### src/rtl/pfpu_pkg.sv
// Shared PFPU definitions: float constants, op-code encoding and the boolean truth test.
// PFPU_SELECT_NAN_EN makes the truth test treat NaN as false.
package pfpu_pkg;

    localparam logic [31:0] FLOAT_ONE  = 32'h3f800000;
    localparam logic [31:0] FLOAT_ZERO = 32'h00000000;

    typedef enum logic [1:0] {
        OP_PASS = 2'd0,
        OP_SETC = 2'd1,
        OP_SEL  = 2'd2
    } pfpu_op_e;

    typedef struct packed {
        logic [31:0] a;
        logic [31:0] b;
        pfpu_op_e    op;
    } pfpu_req_t;

    // SEL wins when both strobes are set; SETC is then silently ignored.
    function automatic pfpu_op_e decode_op(input logic setc, input logic sel);
        if (sel)       return OP_SEL;
        else if (setc) return OP_SETC;
        else           return OP_PASS;
    endfunction

    function automatic logic is_nan(input logic [31:0] f);
        return (f[30:23] == 8'hff) && (f[22:0] != 23'd0);
    endfunction

    function automatic logic truth(input logic [31:0] f);
`ifdef PFPU_SELECT_NAN_EN
        return (f[30:0] != 31'd0) && !is_nan(f);
`else
        return f[30:0] != 31'd0;
`endif
    endfunction

endpackage

### src/rtl/pfpu_condstack.sv
// CDEPTH-entry condition LIFO; a push into a full stack drops the oldest entry.
module pfpu_condstack #(
    parameter  int CDEPTH = 2,
    localparam int CW     = $clog2(CDEPTH + 1)
) (
    input  logic          sys_clk,
    input  logic          alu_rst,
    input  logic          push,
    input  logic          pop,
    input  logic          din,
    output logic          top,
    output logic [CW-1:0] count,
    output logic          empty,
    output logic          full
);

    // Entry 0 is the bottom; the top lives at index count-1.
    logic [CDEPTH-1:0] stk;

    assign empty = (count == '0);
    assign full  = (count == CW'(CDEPTH));

    always_comb begin
        top = 1'b0;
        for (int i = 0; i < CDEPTH; i++)
            if (count == CW'(i + 1)) top = stk[i];
    end

    always_ff @(posedge sys_clk or posedge alu_rst) begin
        if (alu_rst) begin
            stk   <= '0;
            count <= '0;
        end else if (push) begin
            if (full) begin
                for (int i = 0; i < CDEPTH - 1; i++) stk[i] <= stk[i + 1];
                stk[CDEPTH-1] <= din;
            end else begin
                for (int i = 0; i < CDEPTH; i++)
                    if (count == CW'(i)) stk[i] <= din;
                count <= count + CW'(1);
            end
        end else if (pop && !empty) begin
            count <= count - CW'(1);
        end
    end

endmodule

### src/rtl/pfpu_select.sv
// PFPU select unit: SETC pushes a float-derived condition, SEL pops it to choose a or b.
// PFPU_SELECT_NAN_EN: NaN tests false and the sticky nan_seen output is added.
module pfpu_select
    import pfpu_pkg::*;
#(
    parameter int LATENCY = 2,
    parameter int CDEPTH  = 2
) (
    input  logic        sys_clk,
    input  logic        alu_rst,
    input  logic [31:0] a,
    input  logic [31:0] b,
    input  logic        op_setc,
    input  logic        op_sel,
    input  logic        valid_i,
    output logic [31:0] r,
    output logic        valid_o,
    output logic        underflow,
`ifdef PFPU_SELECT_NAN_EN
    output logic        overflow,
    output logic        nan_seen
`else
    output logic        overflow
`endif
);

    localparam int CW = $clog2(CDEPTH + 1);

    pfpu_req_t     req;
    logic          acc_setc, acc_sel, cond;
    logic          st_top, st_empty, st_full;
    logic [CW-1:0] st_count;
    logic [31:0]   res0;

    logic [LATENCY-1:0] vld_pipe;
    logic [31:0]        res_pipe [LATENCY-1:0];

    assign req      = '{a: a, b: b, op: decode_op(op_setc, op_sel)};
    assign acc_setc = valid_i && (req.op == OP_SETC);
    assign acc_sel  = valid_i && (req.op == OP_SEL);
    assign cond     = truth(req.a);

    // Stack updates in the accept cycle so an immediately following SEL sees the push.
    pfpu_condstack #(.CDEPTH(CDEPTH)) u_stack (
        .sys_clk (sys_clk),
        .alu_rst (alu_rst),
        .push    (acc_setc),
        .pop     (acc_sel),
        .din     (cond),
        .top     (st_top),
        .count   (st_count),
        .empty   (st_empty),
        .full    (st_full)
    );

    always_comb begin
        assert (st_count <= CW'(CDEPTH));
    end

    always_comb begin
        res0 = req.a;
        case (req.op)
            OP_SETC: res0 = cond ? FLOAT_ONE : FLOAT_ZERO;
            OP_SEL:  res0 = (!st_empty && st_top) ? req.a : req.b;
            default: res0 = req.a;
        endcase
    end

    // Data advances only with its valid bit, so r holds between results.
    always_ff @(posedge sys_clk or posedge alu_rst) begin
        if (alu_rst) begin
            vld_pipe <= '0;
            for (int i = 0; i < LATENCY; i++) res_pipe[i] <= '0;
        end else begin
            vld_pipe[0] <= valid_i;
            if (valid_i) res_pipe[0] <= res0;
            for (int i = 1; i < LATENCY; i++) begin
                vld_pipe[i] <= vld_pipe[i-1];
                if (vld_pipe[i-1]) res_pipe[i] <= res_pipe[i-1];
            end
        end
    end

    assign valid_o = vld_pipe[LATENCY-1];
    assign r       = res_pipe[LATENCY-1];

    always_ff @(posedge sys_clk or posedge alu_rst) begin
        if (alu_rst) begin
            underflow <= 1'b0;
            overflow  <= 1'b0;
        end else begin
            if (acc_sel && st_empty) underflow <= 1'b1;
            if (acc_setc && st_full) overflow  <= 1'b1;
        end
    end

`ifdef PFPU_SELECT_NAN_EN
    always_ff @(posedge sys_clk or posedge alu_rst) begin
        if (alu_rst)                        nan_seen <= 1'b0;
        else if (acc_setc && is_nan(req.a)) nan_seen <= 1'b1;
    end
`endif

endmodule
### config.mk
export PLATFORM = sky130hd
export DESIGN_NAME = pfpu_select
export DESIGN_NICKNAME = d
export VERILOG_FILES = /design/src/rtl/pfpu_pkg.sv /design/src/rtl/pfpu_condstack.sv /design/src/rtl/pfpu_select.sv
export SDC_FILE = /design/constraint.sdc
export NUM_CORES = 1
export LEC_CHECK = 0
export CORE_ASPECT_RATIO = 0.5
export CORE_MARGIN = 1.5
export CORE_UTILIZATION = 48
export DETAILED_ROUTE_END_ITERATION = 10
export PLACE_DENSITY = 0.81
export SETUP_SLACK_MARGIN = 0.4
export SLEW_MARGIN = 30
export SYNTH_ARGS = -nofsm -noshare
export SYNTH_HDL_FRONTEND = slang
export SYNTH_SLANG_ARGS = --single-unit
### constraint.sdc
create_clock -name sys_clk -period 2.7 [get_ports sys_clk]
set_input_delay 0.54 -clock sys_clk [delete_from_list [all_inputs] [get_ports sys_clk]]
set_output_delay 0.54 -clock sys_clk [all_outputs]
set_load 0.005 [all_outputs]
clocks.png
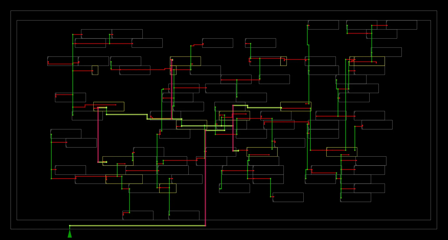
Power Clock: 0.00115 W
seq_cells: 72
CTS buffer count: 9
Worst-Skew Late Latency: 0.33 ns
# clk buffers: 11

wires.png
(3 px per um)
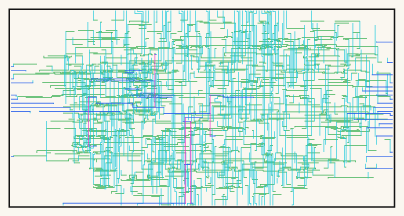
cyan -> metal 2  # wire length 4,590 um
magenta -> metal 4  # wire length 103 um
blue -> metal 3  # wire length 396 um
green -> metal 1  # wire length 3,570 um

==> metrics.csv <==
metric,value,unit
First DRT Iteration DRCs,178,
Die Height,65.45,um
WP depth,5,
Synth top cell by count,dfrtp_1,
met2 WL post-DR,4.590,mm
"Seq/Total Area, Yosys",48.13,%
metal1 wirelength,3.570,mm
hold buffers post-CTS,0,
grt met1 use,24.88,%
P_comb,0.00108,W
"CP delay by family, top",simple AND/OR/NAND/NOR gates,
Post-synth area hogs,"dfrtp_1, mux2_2, mux2i_1",
"CTS clk-pin slew, worst paths",0.05,ns
yosys warns,0,
Syn Area/Cell,10.95,um^2
initial antenna violation count,0,
max-slew violation count,0,
clock buffer depth,2,
FF-to-FF End,res_pipe[28],
Synth logic family,multiplexers,
dominant cell type by area after synthesis,dfrtp_1,
outcome,"finished, final reports clean",
Seq. pwr,0.00145,W
fa+ha+maj area frac,1.003,%
XORs/XNORs by Area,0.2340,%
top post-synthesis cells by count,"dfrtp_1, buf_4, mux2_2, nor2_1, mux2i_1",
top layer in use,met4,
Via density,5.349,
gr usage total,22.12,%
ratio of cells with drive above 1 in the final layout,15.46,%
DRC violations left,0,
highest-delay cell along the critical path,nor4_1,
Synth flops,72,
clock power share,31.3,%
dpl ws,0.1027,ns
Crit Path Category,in2reg,
cell count after synthesis,342,
# setup viols final,0,
met3 GRT Util,7.085,%
Worst VDD drop,0.0004028,V
clock sinks,72,
CP cell instances,clkdlybuf4s50_1 -> nor4_1 -> nand4_1 -> o311ai_0 -> o221ai_1,
# diodes,0,
core area,0.007432,mm^2
RSZ-0062 raised after global routing,no,
CTS tree,done,
cell_density.png
(4 px per um) The die is cut into 13 by 7 equal tiles; black is low, pale yellow is high, 0 to 100% covered.
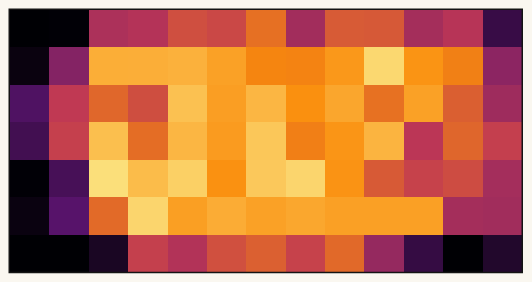
mean over tiles = 57%
tiles over 75% full = 37%
nearly empty tiles = 6.6%
emptiest ninth of the die = south-west
fullest tile = 93%
densest ninth of the die = center

==> what timing repair did <==
item,in CTS,in global routing
endpoints found under the setup margin,0,7
gates resized,0,1
buffers inserted,0,1
==> cell type report <==
cell class	instances	area (um^2)
clock buffers	11	242.7
clock inverters	4	45.04
fillers	562	2530
inverters	8	33.78
multi-input cells	210	1550
flip-flops and latches	72	1802
well taps	96	120.1
repair buffers	109	1109
==> worst min-delay path by stage <==
stage / from / to / cells after the start
3_5_place_dp: overflow / overflow / 1
4_1_cts: overflow / overflow / 1
6_report: underflow / underflow / 1
2_1_floorplan: vld_pipe[0] / vld_pipe[1] / 0
3_3_place_gp: overflow / overflow / 1
5_1_grt: overflow / overflow / 1
Power figures rest on the tool's default switching activity, not on a simulated workload.
